File: config.mk
export PLATFORM = sky130hd
export DESIGN_NAME = sram_bist
export DESIGN_NICKNAME = d
export VERILOG_FILES = /design/src/rtl/sram_bist_pkg.sv /design/src/rtl/sram_bist.sv
export SDC_FILE = /design/constraint.sdc
export NUM_CORES = 1
export LEC_CHECK = 0
export ABC_CLOCK_PERIOD_IN_PS = 2600
export CAP_MARGIN = 15
export CORE_MARGIN = 4
export CORE_UTILIZATION = 49
export CTS_CLUSTER_SIZE = 8
export DETAILED_ROUTE_END_ITERATION = 8
export GPL_TIMING_DRIVEN = 1
export PLACE_DENSITY = 0.8
export SLEW_MARGIN = 5
export SYNTH_ARGS = -nofsm -noshare
export SYNTH_HDL_FRONTEND = slang
export SYNTH_SLANG_ARGS = --single-unit
File: constraint.sdc
create_clock -name clk_i -period 2.6 [get_ports clk_i]
set_input_delay 0.26 -clock clk_i [delete_from_list [all_inputs] [get_ports clk_i]]
set_output_delay 0.26 -clock clk_i [all_outputs]
set_load 0.01 [all_outputs]
File: src/rtl/sram_bist_pkg.sv
// Shared types and defaults for the SRAM march-style BIST controller.
package sram_bist_pkg;

    localparam int unsigned ERR_CNT_WIDTH_DEF = 16;

    typedef enum logic [2:0] {
        ST_IDLE,
        ST_WRITE,
        ST_READ,
        ST_DRAIN,
        ST_DONE
    } state_e;

endpackage

File: src/rtl/sram_bist.sv
// SRAM BIST: write pattern^addr to every word, read back and count mismatches.
// Optional first-failure log enabled by defining SRAM_BIST_ERRLOG_EN.
module sram_bist
    import sram_bist_pkg::*;
#(
    parameter int unsigned DATA_WIDTH    = 64,
    parameter int unsigned NUM_WORDS     = 1024,
    parameter int unsigned ERR_CNT_WIDTH = ERR_CNT_WIDTH_DEF,
    localparam int unsigned ADDR_WIDTH   = (NUM_WORDS > 1) ? $clog2(NUM_WORDS) : 1
) (
    input  logic                     clk_i,
    input  logic                     rst_ni,
    input  logic                     start_i,
    input  logic [DATA_WIDTH-1:0]    pattern_i,
    output logic                     busy_o,
    output logic                     done_o,
    output logic                     pass_o,
    output logic [ERR_CNT_WIDTH-1:0] err_cnt_o,
    output logic                     sram_req_o,
    output logic                     sram_we_o,
    output logic [ADDR_WIDTH-1:0]    sram_addr_o,
    output logic [DATA_WIDTH-1:0]    sram_wdata_o,
    output logic [DATA_WIDTH/8-1:0]  sram_be_o,
`ifdef SRAM_BIST_ERRLOG_EN
    output logic [ADDR_WIDTH-1:0]    fail_addr_o,
    output logic [DATA_WIDTH-1:0]    fail_data_o,
`endif
    input  logic [DATA_WIDTH-1:0]    sram_rdata_i
);

    localparam int unsigned BE_WIDTH = DATA_WIDTH / 8;
    localparam logic [ADDR_WIDTH-1:0] LAST_ADDR = ADDR_WIDTH'(NUM_WORDS - 1);

    state_e                   state_q, state_d;
    logic [ADDR_WIDTH-1:0]    addr_q, addr_d;
    logic [DATA_WIDTH-1:0]    pattern_q, pattern_d;
    logic                     cmp_vld_q, cmp_vld_d;
    logic [DATA_WIDTH-1:0]    exp_q, exp_d;
    logic [ERR_CNT_WIDTH-1:0] err_q, err_d;
    logic                     pass_q, pass_d;
    logic                     busy_q, busy_d;
    logic                     done_q, done_d;
    logic                     req_q, req_d;
    logic                     we_q, we_d;
    logic [DATA_WIDTH-1:0]    wdata_q, wdata_d;
    logic [BE_WIDTH-1:0]      be_q, be_d;
    logic                     mismatch_c;
`ifdef SRAM_BIST_ERRLOG_EN
    logic [ADDR_WIDTH-1:0]    cmp_addr_q, cmp_addr_d;
    logic [ADDR_WIDTH-1:0]    fail_addr_q, fail_addr_d;
    logic [DATA_WIDTH-1:0]    fail_data_q, fail_data_d;
`endif

    // Next state; bus outputs are registered from the next-state values so they
    // appear in the same cycle as the state they belong to.
    always_comb begin
        state_d   = state_q;
        addr_d    = addr_q;
        pattern_d = pattern_q;
        err_d     = err_q;
        pass_d    = pass_q;
        cmp_vld_d = (state_q == ST_READ);
        exp_d     = pattern_q ^ DATA_WIDTH'(addr_q);

        mismatch_c = cmp_vld_q && (sram_rdata_i != exp_q);
        if (mismatch_c && (err_q != '1)) begin
            err_d = err_q + ERR_CNT_WIDTH'(1);
        end

        unique case (state_q)
            ST_IDLE: begin
                if (start_i) begin
                    state_d   = ST_WRITE;
                    addr_d    = '0;
                    pattern_d = pattern_i;
                    err_d     = '0;
                    pass_d    = 1'b0;
                end
            end
            ST_WRITE: begin
                if (addr_q == LAST_ADDR) begin
                    state_d = ST_READ;
                    addr_d  = '0;
                end else begin
                    addr_d = addr_q + ADDR_WIDTH'(1);
                end
            end
            ST_READ: begin
                if (addr_q == LAST_ADDR) begin
                    state_d = ST_DRAIN;
                    addr_d  = '0;
                end else begin
                    addr_d = addr_q + ADDR_WIDTH'(1);
                end
            end
            ST_DRAIN: begin
                state_d = ST_DONE;
                pass_d  = (err_d == '0);
            end
            ST_DONE: state_d = ST_IDLE;
            default: state_d = ST_IDLE;
        endcase

        busy_d  = (state_d != ST_IDLE);
        done_d  = (state_d == ST_DONE);
        req_d   = (state_d == ST_WRITE) || (state_d == ST_READ);
        we_d    = (state_d == ST_WRITE);
        be_d    = we_d ? '1 : '0;
        wdata_d = we_d ? (pattern_d ^ DATA_WIDTH'(addr_d)) : '0;

`ifdef SRAM_BIST_ERRLOG_EN
        cmp_addr_d  = addr_q;
        fail_addr_d = fail_addr_q;
        fail_data_d = fail_data_q;
        if (mismatch_c && (err_q == '0)) begin
            fail_addr_d = cmp_addr_q;
            fail_data_d = sram_rdata_i;
        end
        if ((state_q == ST_IDLE) && start_i) begin
            fail_addr_d = '0;
            fail_data_d = '0;
        end
`endif
    end

    always_ff @(posedge clk_i or negedge rst_ni) begin
        if (!rst_ni) begin
            state_q   <= ST_IDLE;
            addr_q    <= '0;
            pattern_q <= '0;
            cmp_vld_q <= 1'b0;
            exp_q     <= '0;
            err_q     <= '0;
            pass_q    <= 1'b0;
            busy_q    <= 1'b0;
            done_q    <= 1'b0;
            req_q     <= 1'b0;
            we_q      <= 1'b0;
            wdata_q   <= '0;
            be_q      <= '0;
        end else begin
            state_q   <= state_d;
            addr_q    <= addr_d;
            pattern_q <= pattern_d;
            cmp_vld_q <= cmp_vld_d;
            exp_q     <= exp_d;
            err_q     <= err_d;
            pass_q    <= pass_d;
            busy_q    <= busy_d;
            done_q    <= done_d;
            req_q     <= req_d;
            we_q      <= we_d;
            wdata_q   <= wdata_d;
            be_q      <= be_d;
        end
    end

`ifdef SRAM_BIST_ERRLOG_EN
    always_ff @(posedge clk_i or negedge rst_ni) begin
        if (!rst_ni) begin
            cmp_addr_q  <= '0;
            fail_addr_q <= '0;
            fail_data_q <= '0;
        end else begin
            cmp_addr_q  <= cmp_addr_d;
            fail_addr_q <= fail_addr_d;
            fail_data_q <= fail_data_d;
        end
    end

    assign fail_addr_o = fail_addr_q;
    assign fail_data_o = fail_data_q;
`endif

    // Address counter idles at zero, so it doubles as the gated SRAM address.
    assign busy_o       = busy_q;
    assign done_o       = done_q;
    assign pass_o       = pass_q;
    assign err_cnt_o    = err_q;
    assign sram_req_o   = req_q;
    assign sram_we_o    = we_q;
    assign sram_addr_o  = addr_q;
    assign sram_wdata_o = wdata_q;
    assign sram_be_o    = be_q;

endmodule

Cells by drive strength:
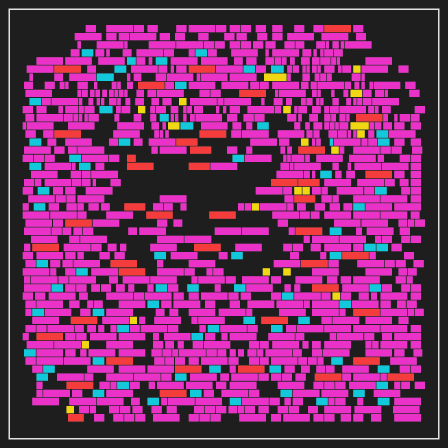
- drive 6 and up: red (cells 43; share 4.6%)
- drive 1 or less: magenta (cells 803; share 86%)
- drive 3 to 4: yellow (cells 20; share 2.1%)
- drive 2: cyan (cells 71; share 7.6%)

Where the registers sit:
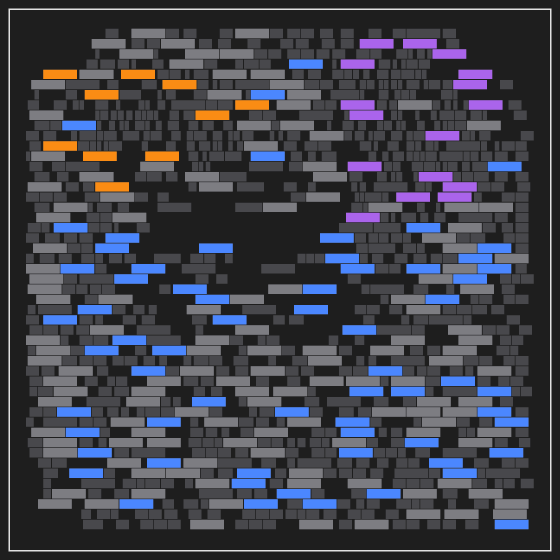
- exp_q: blue (sequential cells 64)
- sram_addr_o: orange (sequential cells 10; where upper left)
- err_cnt_o: purple (sequential cells 16; where upper right)
- not colored: 137

Placement density heat map:
The die is cut into 14 by 14 equal tiles; black is low, pale yellow is high, 0 to 100% covered.
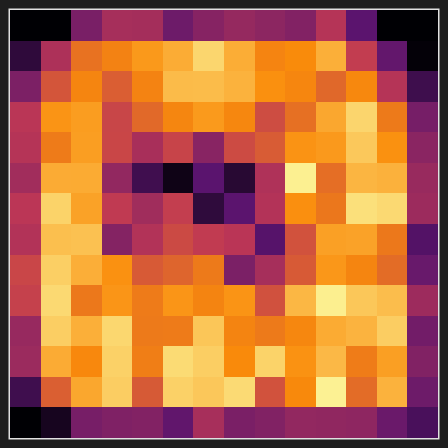
- fullest tile: 97%
- mean over tiles: 60%
- emptiest ninth of the die: center
- tiles over 75% full: 34%

[layout make-up]
| cell class | instances | area share, % |
|---|---|---|
| Clock inverter | 3 | 0.289 |
| Sequential cell | 227 | 45.3 |
| Tap cell | 229 | 2.28 |
| Inverter | 7 | 0.209 |
| Clock buffer | 35 | 6.98 |
| Timing Repair Buffer | 254 | 20.4 |
| Multi-Input combinational cell | 411 | 24.6 |
[how the worst max path moves through the flow]
stage	from	endpoint	slack, ns	cells after the start
2_1_floorplan	sram_addr_o[0]	state_q[0]	0.55	8
3_3_place_gp	sram_rdata_i[23]	pass_o	-0.009	10
3_5_place_dp	sram_rdata_i[23]	pass_o	-0.02	10
4_1_cts	exp_q[23]	pass_o	0.23	9
5_1_grt	sram_addr_o[0]	sram_wdata_o[6]	0.01	8
6_report	sram_addr_o[0]	sram_wdata_o[6]	0.25	8
[layer usage]
metal / global-route usage (%) / vias to the layer above / part of all wire (%)
met2: 36.7 / 225 / 50
li1: - / 2785 / -
met3: 6.52 / 51 / 8.7
met5: 0 / - / 0
met4: 7.58 / 0 / 2.9
met1: 27.9 / 3004 / 39
[cells in the final DEF (no fill, tap or decap), types with 2 or more instances in the layout]
master	n
a211oi_1	2
a21oi_1	10
and2_1	3
and3_1	2
and4_1	3
buf_12	5
buf_4	15
clkbuf_16	35
clkdlybuf4s50_1	232
dfrtp_1	227
ha_1	2
inv_1	6
mux2_2	64
mux2i_1	2
nand2_1	24
nand3_1	13
nand3b_1	2
nand4_1	23
nor2_1	38
nor2b_1	55
nor3_1	11
nor4_1	9
o21a_1	2
o21ai_0	7
o21ai_1	2
o22ai_1	2
or3_1	4
xnor2_1	86
xor2_1	21
[per-stage QoR]
step                      worst slack, ns  utilization (%)  hold slack (ns)  std cells  cell area (µm²)
final                               0.246             69.6            0.329       1166            12500
after global placement           -0.00857             64.5            0.261       1127            11600
after detailed placement          -0.0161             64.5            0.261       1127            11600
after CTS                           0.225             69.6            0.327       1166            12500
after global routing               0.0125             69.6            0.376       1166            12500
after floorplan                     0.545                -          -0.0356        686             9010
[flip-flops by register name (all words and copies together), names as in the netlist]
| signal | flops |
|---|---|
| pattern_q | 64 |
| done_o | 1 |
| exp_q | 64 |
| busy_o | 1 |
| sram_addr_o | 10 |
| sram_wdata_o | 64 |
| state_q | 3 |
| err_cnt_o | 16 |
| sram_be_o | 1 |
| cmp_vld_q | 1 |
| sram_req_o | 1 |
| pass_o | 1 |
[worst max-delay path, stage by stage, from the launching register on]
cell	delay, ns
dfrtp_1	0.46
ha_1	0.25
nand3_1	0.13
nor4_2	0.46
a21oi_1	0.26
a21oi_1	0.25
o21ai_2	0.10
xor2_1	0.17
and2_1	0.17
[where the power goes]
group,switching (mW),internal [mW]
Sequential,0.0000000000000000000865,3.54
Combinational,0.128,0.213
Clock,1.45,2.38
[timing repair]
action	4_1_cts	5_1_grt
gates resized	0	0
setup buffers	0	0
hold buffers	1	0
endpoints found under the hold margin	68	0
[logic make-up after synthesis]
| logic type | Yosys count |
|---|---|
| DFF | 227 |
| and+or+nand+nor | 194 |
| xor gates and xnor gates | 107 |
| muxes | 66 |
| buffers and inverters | 48 |
| AOI/OAI and AO/OA | 42 |
| adders and majority gates | 2 |
==> deck_impl_summary.md <==
Flow Results at a Glance

Synthesis
  – Yosys xor share: 10.4%
  – Simple-Gate Area Share: 11.8%
  – Cells after synthesis: 686
  – Flip-flops with a built-in enable: 0
  – Dominant cell area share: 63.0%
  – Compound Share, Synth: 3.35%
  – Avg Cell Area, Syn: 13.1 µm²
  – Asr flop ratio synth: 100%
  – Adder-cell area share of the yosys netlist: 0.278%
  – Mux share: roughly 8.2%
  – Distinct lib cells used: 54
  – Largest cells by area: dfrtp_1 63%, xnor2_1 8.4%, mux2_2 8.0%
  – Mapped Nets: 819
  – Yosys reg bits: 227

Final timing
  – Final Setup Violations: 0
  – Crit path time final: around 2.4 ns
  – Total negative slack: 0 ns
  – Final Hold Viols: 0
  – Worst Clk Skew: 0.00946 ns
  – RSZ-0062 raised after global routing: false

Hold path
  – HP Class: primary input to async pin

Layout
  – Filler cells: between 1000 and 1500
  – Reg area: between 0.005 and 0.006 mm²
  – Logic area: 0.00308 mm²
  – Area Overhead vs Synth: 39.2%

Power
  – Pwr Density: 615 mW/mm²
  – Peak VDD IR: 0.000527 V
  – Leak Pwr: 5.57 nW

Worst setup path
  – Origin of the critical flop-to-flop path: sram_addr_o[0]
  – R2R Setup Slk: 0.25 ns
  – Reg2reg path depth: 8
  – FF-to-FF End: sram_wdata_o[6]
  – Endpoint class of the critical path: register
  – WS Path Type: register to register
  – Critical-path maximum fanout: 6
  – CP Launch Type: register

Detailed routing
  – Routed WL: 22100 µm
  – Initial DRC Count: 311
  – Via density: 5.20
  – WL/cell: 18.9 µm
  – Post-route ant nets: 0
  – Total number of vias: 6065

Floorplan
  – Die height: around 140 µm
  – Die width: 144 µm
  – IO Count: roughly 230
  – Die area: 0.0206 mm²

CTS
  – CTS buffer count: 34
  – Max clock buf depth: 3

Run status
  – Outcome: complete, no violations

Placed design
  – Final Wtd Congestion: 0.876
  – IO Port Bufs: 233
  – HPWL Detailed: approximately 16000 µm

GRT
  – Largest net degree at the start of global routing: 74
  – Initial antenna violation count: 0
  – Total Routing Usage GR: 22.1%

Job
  – Tool warnings: 26
Power and IR drop assume default switching activity.
